===== config.mk =====
export PLATFORM = sky130hd
export DESIGN_NAME = fetch_sink_flat
export DESIGN_NICKNAME = d
export VERILOG_FILES = /design/src/rtl/fetch_sink_if.sv /design/src/rtl/fetch_sink.sv /design/src/flat_wrapper.sv
export SDC_FILE = /design/constraint.sdc
export NUM_CORES = 1
export LEC_CHECK = 0
export ABC_CLOCK_PERIOD_IN_PS = 8700
export CAP_MARGIN = 20
export CORE_AREA = 2 2 165 151
export DETAILED_ROUTE_END_ITERATION = 12
export DIE_AREA = 0 0 167 153
export PLACE_DENSITY = 0.81
export SYNTH_ARGS = -nofsm -noshare
export SYNTH_HDL_FRONTEND = slang
export SYNTH_SLANG_ARGS = --single-unit

===== constraint.sdc =====
create_clock -name clk_i -period 8.7 [get_ports clk_i]
set_input_delay 0.87 -clock clk_i [delete_from_list [all_inputs] [get_ports clk_i]]
set_output_delay 0.87 -clock clk_i [all_outputs]
set_load 0.02 [all_outputs]

===== src/rtl/fetch_sink_if.sv =====
// Fetch/issue handshake bundle for fetch_sink.
// master = fetch stage plus issue stage (stimulus side), slave = the sink.
interface fetch_sink_if;
    logic        fetch_valid_i;
    logic [31:0] fetch_instr_i;
    logic [31:0] fetch_pc_i;
    logic        fetch_branch_o;
    logic [31:0] fetch_branch_pc_o;
    logic        fetch_stall_o;
    logic        issue_valid_o;
    logic [31:0] issue_instr_o;
    logic [31:0] issue_pc_o;
    logic        issue_accept_i;
    logic [4:0]  issue_rs1_o;
    logic [4:0]  issue_rs2_o;
    logic [4:0]  issue_rd_o;
    logic        pc_error_o;
    logic [31:0] accept_count_o;

    modport master (
        output fetch_valid_i, fetch_instr_i, fetch_pc_i, issue_accept_i,
        input  fetch_branch_o, fetch_branch_pc_o, fetch_stall_o,
        input  issue_valid_o, issue_instr_o, issue_pc_o,
        input  issue_rs1_o, issue_rs2_o, issue_rd_o, pc_error_o, accept_count_o
    );

    modport slave (
        input  fetch_valid_i, fetch_instr_i, fetch_pc_i, issue_accept_i,
        output fetch_branch_o, fetch_branch_pc_o, fetch_stall_o,
        output issue_valid_o, issue_instr_o, issue_pc_o,
        output issue_rs1_o, issue_rs2_o, issue_rd_o, pc_error_o, accept_count_o
    );
endinterface


===== src/rtl/fetch_sink.sv =====
// Consumer end of the fetch interface: opcode FIFO toward issue, static
// redirect prediction back to fetch, and PC-flow checking.
//
// state   | meaning
// S_IDLE  | no redirect outstanding; opcodes may be accepted
// S_REDIR | redirect pulse on fetch_branch_o; offered opcode is wrong-path
module fetch_sink #(
    parameter int unsigned DEPTH       = 2,
    parameter logic [31:0] RESET_PC    = 32'h100,
    parameter bit          REDIRECT_EN = 1'b1
) (
    input logic        clk_i,
    input logic        rst_i,
    fetch_sink_if.slave bus
);
    localparam int unsigned PTR_W = $clog2(DEPTH);
    localparam int unsigned CNT_W = PTR_W + 1;

    typedef enum logic {S_IDLE, S_REDIR} state_t;

    state_t             state;
    logic               branch_q;
    logic [31:0]        branch_pc_q;
    logic [31:0]        mem_instr [DEPTH];
    logic [31:0]        mem_pc    [DEPTH];
    logic [PTR_W-1:0]   wr_ptr;
    logic [PTR_W-1:0]   rd_ptr;
    logic [CNT_W-1:0]   count;
    logic [31:0]        exp_pc;
    logic               pc_error;
    logic [31:0]        accept_cnt;

    logic               stall;
    logic               push;
    logic               pop;
    logic               is_jal;
    logic               is_bwd_br;
    logic               redirect;
    logic [31:0]        jal_imm;
    logic [31:0]        br_imm;
    logic [31:0]        target;
    logic [31:0]        head_instr;

    always_comb begin
        stall     = (count == CNT_W'(DEPTH));
        push      = bus.fetch_valid_i && !stall && !branch_q;
        pop       = bus.issue_accept_i && (count != '0);
        jal_imm   = {{11{bus.fetch_instr_i[31]}}, bus.fetch_instr_i[31],
                     bus.fetch_instr_i[19:12], bus.fetch_instr_i[20],
                     bus.fetch_instr_i[30:21], 1'b0};
        br_imm    = {{19{bus.fetch_instr_i[31]}}, bus.fetch_instr_i[31],
                     bus.fetch_instr_i[7], bus.fetch_instr_i[30:25],
                     bus.fetch_instr_i[11:8], 1'b0};
        is_jal    = (bus.fetch_instr_i[6:0] == 7'h6f);
        is_bwd_br = (bus.fetch_instr_i[6:0] == 7'h63) && bus.fetch_instr_i[31];
        redirect  = REDIRECT_EN && (is_jal || is_bwd_br);
        target    = bus.fetch_pc_i + (is_jal ? jal_imm : br_imm);
    end

    // FIFO storage; the head is read from registers only, so a push is never
    // visible on issue_* in the same cycle.
    always_ff @(posedge clk_i or posedge rst_i) begin
        if (rst_i) begin
            for (int i = 0; i < DEPTH; i++) begin
                mem_instr[i] <= '0;
                mem_pc[i]    <= '0;
            end
            wr_ptr <= '0;
            rd_ptr <= '0;
            count  <= '0;
        end else begin
            if (push) begin
                mem_instr[wr_ptr] <= bus.fetch_instr_i;
                mem_pc[wr_ptr]    <= bus.fetch_pc_i;
                wr_ptr            <= wr_ptr + 1'b1;
            end
            if (pop) rd_ptr <= rd_ptr + 1'b1;
            case ({push, pop})
                2'b10:   count <= count + 1'b1;
                2'b01:   count <= count - 1'b1;
                default: count <= count;
            endcase
        end
    end

    always_ff @(posedge clk_i or posedge rst_i) begin
        if (rst_i) begin
            exp_pc     <= RESET_PC;
            pc_error   <= 1'b0;
            accept_cnt <= '0;
        end else if (push) begin
            accept_cnt <= accept_cnt + 1'b1;
            if (bus.fetch_pc_i != exp_pc) pc_error <= 1'b1;
            exp_pc <= redirect ? target : bus.fetch_pc_i + 32'd4;
        end
    end

    // Redirect FSM; push is already blocked during S_REDIR, which is what
    // rules out back-to-back redirects.
    always_ff @(posedge clk_i or posedge rst_i) begin
        if (rst_i) begin
            state       <= S_IDLE;
            branch_q    <= 1'b0;
            branch_pc_q <= '0;
        end else begin
            case (state)
                S_IDLE: begin
                    if (push && redirect) begin
                        state       <= S_REDIR;
                        branch_q    <= 1'b1;
                        branch_pc_q <= target;
                    end else begin
                        branch_q <= 1'b0;
                    end
                end
                S_REDIR: begin
                    state    <= S_IDLE;
                    branch_q <= 1'b0;
                end
                default: begin
                    state    <= S_IDLE;
                    branch_q <= 1'b0;
                end
            endcase
        end
    end

    assign head_instr            = mem_instr[rd_ptr];
    assign bus.fetch_stall_o     = stall;
    assign bus.fetch_branch_o    = branch_q;
    assign bus.fetch_branch_pc_o = branch_pc_q;
    assign bus.issue_valid_o     = (count != '0);
    assign bus.issue_instr_o     = head_instr;
    assign bus.issue_pc_o        = mem_pc[rd_ptr];
    assign bus.issue_rs1_o       = head_instr[19:15];
    assign bus.issue_rs2_o       = head_instr[24:20];
    assign bus.issue_rd_o        = head_instr[11:7];
    assign bus.pc_error_o        = pc_error;
    assign bus.accept_count_o    = accept_cnt;
endmodule


===== src/flat_wrapper.sv =====
// flat-port wrapper written by rule: the top's interface ports become plain ports
module fetch_sink_flat 
#(
    parameter int unsigned DEPTH       = 2,
    parameter logic [31:0] RESET_PC    = 32'h100,
    parameter bit          REDIRECT_EN = 1'b1
)
  (clk_i, rst_i, bus_fetch_valid_i, bus_fetch_instr_i, bus_fetch_pc_i, bus_issue_accept_i, bus_fetch_branch_o, bus_fetch_branch_pc_o, bus_fetch_stall_o, bus_issue_valid_o, bus_issue_instr_o, bus_issue_pc_o, bus_issue_rs1_o, bus_issue_rs2_o, bus_issue_rd_o, bus_pc_error_o, bus_accept_count_o);
  fetch_sink_if bus_i ();
  input logic clk_i;
  input logic rst_i;
  input wire logic [$bits(bus_i.fetch_valid_i)-1:0] bus_fetch_valid_i;
  input wire logic [$bits(bus_i.fetch_instr_i)-1:0] bus_fetch_instr_i;
  input wire logic [$bits(bus_i.fetch_pc_i)-1:0] bus_fetch_pc_i;
  input wire logic [$bits(bus_i.issue_accept_i)-1:0] bus_issue_accept_i;
  output wire logic [$bits(bus_i.fetch_branch_o)-1:0] bus_fetch_branch_o;
  output wire logic [$bits(bus_i.fetch_branch_pc_o)-1:0] bus_fetch_branch_pc_o;
  output wire logic [$bits(bus_i.fetch_stall_o)-1:0] bus_fetch_stall_o;
  output wire logic [$bits(bus_i.issue_valid_o)-1:0] bus_issue_valid_o;
  output wire logic [$bits(bus_i.issue_instr_o)-1:0] bus_issue_instr_o;
  output wire logic [$bits(bus_i.issue_pc_o)-1:0] bus_issue_pc_o;
  output wire logic [$bits(bus_i.issue_rs1_o)-1:0] bus_issue_rs1_o;
  output wire logic [$bits(bus_i.issue_rs2_o)-1:0] bus_issue_rs2_o;
  output wire logic [$bits(bus_i.issue_rd_o)-1:0] bus_issue_rd_o;
  output wire logic [$bits(bus_i.pc_error_o)-1:0] bus_pc_error_o;
  output wire logic [$bits(bus_i.accept_count_o)-1:0] bus_accept_count_o;
  assign bus_i.fetch_valid_i = bus_fetch_valid_i;
  assign bus_i.fetch_instr_i = bus_fetch_instr_i;
  assign bus_i.fetch_pc_i = bus_fetch_pc_i;
  assign bus_i.issue_accept_i = bus_issue_accept_i;
  assign bus_fetch_branch_o = bus_i.fetch_branch_o;
  assign bus_fetch_branch_pc_o = bus_i.fetch_branch_pc_o;
  assign bus_fetch_stall_o = bus_i.fetch_stall_o;
  assign bus_issue_valid_o = bus_i.issue_valid_o;
  assign bus_issue_instr_o = bus_i.issue_instr_o;
  assign bus_issue_pc_o = bus_i.issue_pc_o;
  assign bus_issue_rs1_o = bus_i.issue_rs1_o;
  assign bus_issue_rs2_o = bus_i.issue_rs2_o;
  assign bus_issue_rd_o = bus_i.issue_rd_o;
  assign bus_pc_error_o = bus_i.pc_error_o;
  assign bus_accept_count_o = bus_i.accept_count_o;
  fetch_sink #(.DEPTH(DEPTH), .RESET_PC(RESET_PC), .REDIRECT_EN(REDIRECT_EN)) u_core (.clk_i(clk_i), .rst_i(rst_i), .bus(bus_i));
endmodule

Fig. 1: placed standard cells
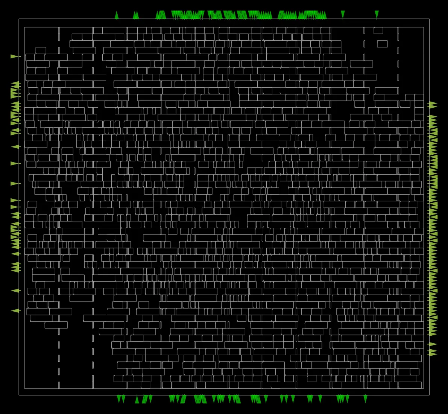
Tapcells: 308
Rows: 54
core area: 23900 µm²

Fig. 2: cell sizes after repair
Drawn at 1.5 px/µm.
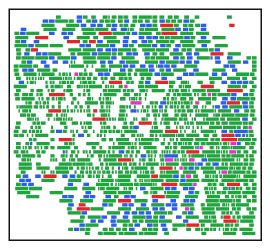
_2 cells: marked blue, cells 215, share 16%. _3 and _4 cells: marked magenta, cells 16, share 1.2%. _0 and _1 cells: marked green, cells 1089, share 80%. _6 and larger: marked red, cells 37, share 2.7%.

Fig. 3: floorplan with the power grid
Drawn at 3 px/µm. Pins as bars on the die edge.
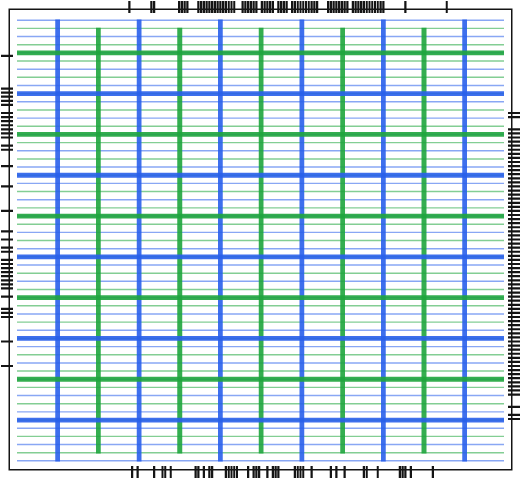
VDD: marked green. VSS: marked blue.
215 signal pins sit on the boundary. 11 straps on met4. 55 met1 rails follow the rows. The core has 54 rows. 10 straps on met5.

==> flow_summary_export.csv <==
group,metric,value,unit
worst_setup_path,worstSetupPathType,"in2reg",
pwr,powerSeq,1.74,mW
synthesis,syn_avg_cell_area,10.8,µm²
synthesis,yosysWarnings,0,
cells_and_area,clkCellAreaFrac,0.0571,
clock_tree,cts_tree,"yes",
grt,antenna_found_initial,0,
worst_setup_path,arrival,5.00,ns
timing,finalClockSkew,0.0200,ns
cells_and_area,layout.nonclk_buf_frac,0.139,
cells_and_area,n_fill_cell,1838,
route,route.detailed.drc,0,
synthesis,post_synth_and_or_nand_nor_area_fraction,0.114,
synthesis,top_area_cell,"dfrtp_1",
synthesis,flop_cell,"dfrtp_1",
synthesis,common_cells,"dfrtp_1 (229), mux2_2 (195), nand2_1 (123), xor2_1 (66), xnor2_1 (55)",
clock_tree,htreeDepth,1,
clock_tree,path_clk_slew,0.06,ns
grt,use_met1,0.365,
run,cap_viol_max_count,0,
timing,setup_ws,4.07,ns
worst_setup_path,reg2reg_depth,9,
route,met3RoutedLength,2260,µm
floorplanning,io_pins,215,
timing,worstMarginPinSlew,1.18,ns
cells_and_area,seq_cells,230,
cells_and_area,logic_area,6440,µm²
synthesis,synth_area,12600,µm²
run,warnings,31,
route,firstDrtPassIters,5,
route,ant_nets,0,
route,routed_wl,34300,µm
synthesis,synthAoiAreaFrac,0.0939,
cells_and_area,final_util,0.661,
cells_and_area,comb_area_share,0.409,
grt,grt_pass1_vias,10000,
worst_setup_path,crit_buf_inv,2,
place,port_buffers,214,
worst_setup_path,endpoint_kind,"flip-flop",
worst_setup_path,cp_common_cell,"nor2b_1",
worst_setup_path,critPathTopFamily,"simple AND/OR/NAND/NOR gates",
clock_tree,cts.root.buffer_cell,"clkbuf_16",
grt,grt_max_degree,109,
cells_and_area,final_common_cell,"dfrtp_1",
timing,relSlewSlack,0.213,
clock_tree,cts_buffers,25,
clock_tree,clock_sinks,230,
synthesis,logic_family,"multiplexers",
clock_tree,post-cts-setup-buffers,0,
cells_and_area,stdcell_count,1665,
grt,grt_busiest_layer,"met2",
outcome,outcome,"complete, no violations",
timing,finalHoldViolCount,0,
grt,grt_pass1_wl,54700,µm
clock_tree,clk_latency,0.53,ns
grt,grt_remaining_overflow,0,
route,vias_per_cell,5.87,
synthesis,floorplan.nets,1273,
worst_hold_path,min-delay-start,"u_core.bus.accept_count_o[31]",
floorplanning,dieArea,25600,µm²
cells_and_area,clkbuf_count,31,
place,dp_hpwl,24000,µm
grt,met2_usage,0.439,
synthesis,ys_top_cells_by_area,"dfrtp_1 (45%), mux2_2 (17%), xor2_1 (4.6%), xnor2_1 (3.8%), nand2_1 (3.7%)",
synthesis,synth-seq-cells,230,
grt,met3_usage,0.0440,
pwr,power-top-group,"combinational cells",
Power figures rest on the tool's default switching activity, not on a simulated workload.
